Fig. 1: cell classes on the final placement
Drawn at 4 px/µm. Fill, decap, tap and diode cells in grey.
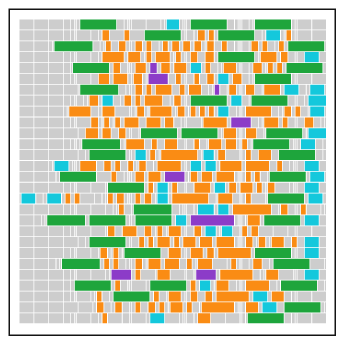
Fig. 2: the clock network
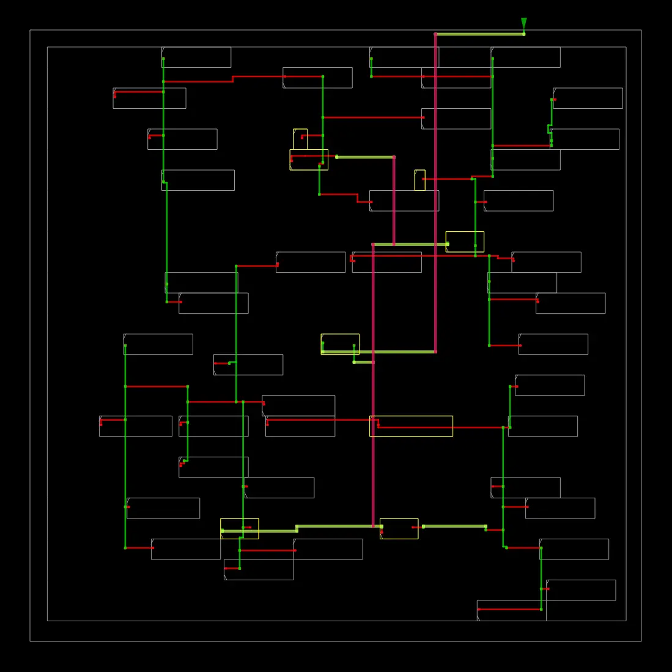
Fig. 3: local utilization
Drawn at 3 px/µm. The die is cut into 8 by 8 equal tiles; black is low, pale yellow is high, 0 to 100% covered.
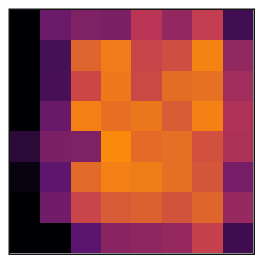
Design uart_rx_flat, sky130hd; sources not shown.
==> flow_metrics.env <==
# physical design summary
export IMPL_die_width_um=81.1
export IMPL_regToRegSetupSlack_ps=-240
export IMPL_kind_of_cell_adding_the_most_delay_to_the_critical_path="simple AND/OR/NAND/NOR gates"
export IMPL_stage_log_warnings=30
export IMPL_worstSetupEndpointType="flip-flop"
export IMPL_holdWs_ps=264
export IMPL_grt_pass1_vias=1887
export IMPL_drive_gt1_frac=0.238
export IMPL_rows=28
export IMPL_port_buffer_count=23
export IMPL_grt_max_degree=40
export IMPL_placedCellCount=329
export IMPL_worst_ir_drop_vdd_mv=0.293
export IMPL_layout_setup_ws_ps=-245
export IMPL_final_min_clock_period_ps=2260
export IMPL_clock_tree_from_tritoncts="built"
export IMPL_cts_root_buffer_cell="clkbuf_8"
export IMPL_wl_per_cell_um=17.3
export IMPL_path_clk_slew_ps=90
export IMPL_area_growth_syn_to_layout_pct=27.4
export IMPL_post_layout_nonfiller_instances=357
export IMPL_max_clock_path_buffers=2
export IMPL_avgSynthCellArea_um2=9.32
export IMPL_clkSinkCount=41
export IMPL_fraction_of_registers_with_async_set_reset=1.00
export IMPL_total_global_routing_overflow=0
export IMPL_sw_frac=0.292
export IMPL_p_int_w=0.00140
export IMPL_relSlewSlack=0.441
export IMPL_combined_global_route_utilization_of_all_metal_layers=0.200
export IMPL_syn_area_um2=2320
export IMPL_start_kind="flip-flop"
export IMPL_hold_path_class="flip-flop to flip-flop"
export IMPL_synth_most_common_cell="nand2_1"
export IMPL_rsz0062_at_grt="true"
export IMPL_seq_share_synth=0.443
export IMPL_floorplan_die_area_um2=6580
export IMPL_routabilityCongestion=0.802
export IMPL_met2_length_um=3070
export IMPL_netlist_top_cells_count="nand2_1, dfrtp_1, o21ai_0"
export IMPL_detailedRoute_firstPassIterationCount=4
export IMPL_p_per_area_nw_per_um2=668
export IMPL_routed_via_count=1946
export IMPL_yosysChipArea_um2=2320
export IMPL_critPathBufInv=1
export IMPL_met1_length_um=2740
export IMPL_ys_dominant_reg_cell="dfrtp_1"
export IMPL_violations="setup timing"
export IMPL_io_pins=24
export IMPL_ff2ff_path_depth=8
export IMPL_yosys_warnings=6
export IMPL_max_freq_ghz=0.442
export IMPL_critPathArrivalTime_ps=2410
export IMPL_power_switching_w=0.000576
export IMPL_critical_path_max_stage_delay_ps=530
export IMPL_cts_hold_buffers_added=0
export IMPL_final_max_slew_viol_count=0
export IMPL_syn_instance_count=249
export IMPL_drv_cap=0
export IMPL_highest_signal_layer="met4"
export IMPL_synth_largest_type_area_fraction=0.420
export IMPL_path_max_fanout=3
export IMPL_tightest_slew_ps=837
export IMPL_routed_via_density=5.45
export IMPL_synth_top_cells_by_area="dfrtp_1, nand2_1, o21ai_0, xnor2_1, mux4_2"
export IMPL_run_status="complete, but fails checks"
export IMPL_finalWirelength_um=6170
export IMPL_hold_viol_final=0
export IMPL_first_pass_grt_wire_length_um=9660
export IMPL_setup_viol_count_final=3
export IMPL_synth_cells_yosys=249
export IMPL_clock_tree_htree_level_count=2
export IMPL_detailroute_wirelength_met3_um=213
export IMPL_min_path_cells=0
export IMPL_drt_iter0_drc=97
export IMPL_number_of_antenna_violations_at_the_first_check_in_global_routing=0
export IMPL_enable_flop_cells=0
export IMPL_leakage_nw=1.28
export IMPL_dp_hpwl_um=3460
export IMPL_drcViolationCount=0
export IMPL_comb_power_share=0.157
export IMPL_diodes=0
export IMPL_synth_cell_type_count=41
## Picture notes: Fig. 1
[green] flip-flops | cells: 41 | share of their area: 36%
[purple] clock drivers and dummy loads | cells: 8 | share of their area: 3.8%
[cyan] other buffers and delay cells | cells: 41 | share of their area: 13%
[orange] all other logic | cells: 192 | share of their area: 47%
share of the final layout cell area in sequential cells: 0.350
standard cell core area: 5850 µm²

## Picture notes: Fig. 2
clock buffer count in the final layout: 6
number of sequential storage elements: 41
total CTS buffers: 5
clock latency on the worst-skew pair: 310 ps
clock distribution power: 0.000673 W

## Picture notes: Fig. 3
mean over tiles: 44%
densest ninth of the die: middle
nearly empty tiles: 11%
emptiest ninth of the die: bottom left
fullest tile: 74%
Floorplan Utilization: 0.397
Layout Utilization: 0.505

-- power groups by stage --
stage                     sequential, W  clock, W  combinational [W]
final                          0.000992  0.000673           0.000310
after global placement         0.000995         0           0.000255
after detailed placement       0.000998         0           0.000268
after floorplan                0.000970         0           0.000205
after CTS                      0.000989  0.000692           0.000284
after global routing            0.00100  0.000718           0.000358
-- placed cells by master, fill, tap and decap left out, drive strengths merged, types with 2 or more instances in the layout --
master         count
nand2             49
dfrtp             39
o21ai             30
clkdlybuf4s50     20
buf               18
nor2              13
a21oi             12
xnor2             11
inv               10
xor2               8
nand3              8
clkbuf             6
ha                 6
a22o               5
mux4               5
nor3               5
mux2i              4
mux2               4
dlymetal6s2s       2
nand2b             2
o211ai             2
nor2b              2
nand3b             2
a31oi              2
dfstp              2
o221ai             2
-- logic make-up (layout without fill, tap and decap cells) --
logic type / after synthesis / count (layout) / share of synthesized area
AOI/OAI and AO/OA: 58 / 58 / 0.151
xor gates and xnor gates: 19 / 19 / 0.0717
adders and majority gates: 6 / 6 / 0.0323
buffers and inverters: 28 / 59 / 0.0566
DFF: 41 / 41 / 0.443
muxes: 13 / 13 / 0.0868
and+or+nand+nor: 84 / 86 / 0.158
-- layer usage --
| metal | vias up | GRT usage |
|---|---|---|
| li1 | 926 | - |
| met5 | - | - |
| met2 | 53 | 0.341 |
| met1 | 952 | 0.239 |
| met3 | 15 | 0.0300 |
| met4 | 0 | 0.0746 |
-- area by class of cell --
| type | instances | area (µm²) |
|---|---|---|
| inverters | 10 | 37.5 |
| clock inverters | 2 | 35.0 |
| well taps | 75 | 93.8 |
| multi-input cells | 182 | 1310 |
| fillers | 669 | 2890 |
| repair buffers | 41 | 373 |
| clock buffers | 6 | 72.6 |
| flip-flops and latches | 41 | 1030 |
-- what timing repair did --
| action | 4_1_cts | 5_1_grt |
|---|---|---|
| setup endpoints to repair | 33 | 29 |
| setup buffers | 12 | 6 |
| cloned | 1 | 1 |
| gates resized | 22 | 18 |
| pin swaps | 7 | 14 |
-- metrics by stage --
| stage | area (µm²) | worst slack (ps) |
|---|---|---|
| finish | 2960 | -245 |
| global route | 2960 | -374 |
| CTS | 2830 | -245 |
| detailed placement | 2550 | -821 |
| global placement | 2550 | -787 |
| floorplan | 2230 | -362 |
Power is estimated from default activity; no workload was simulated.
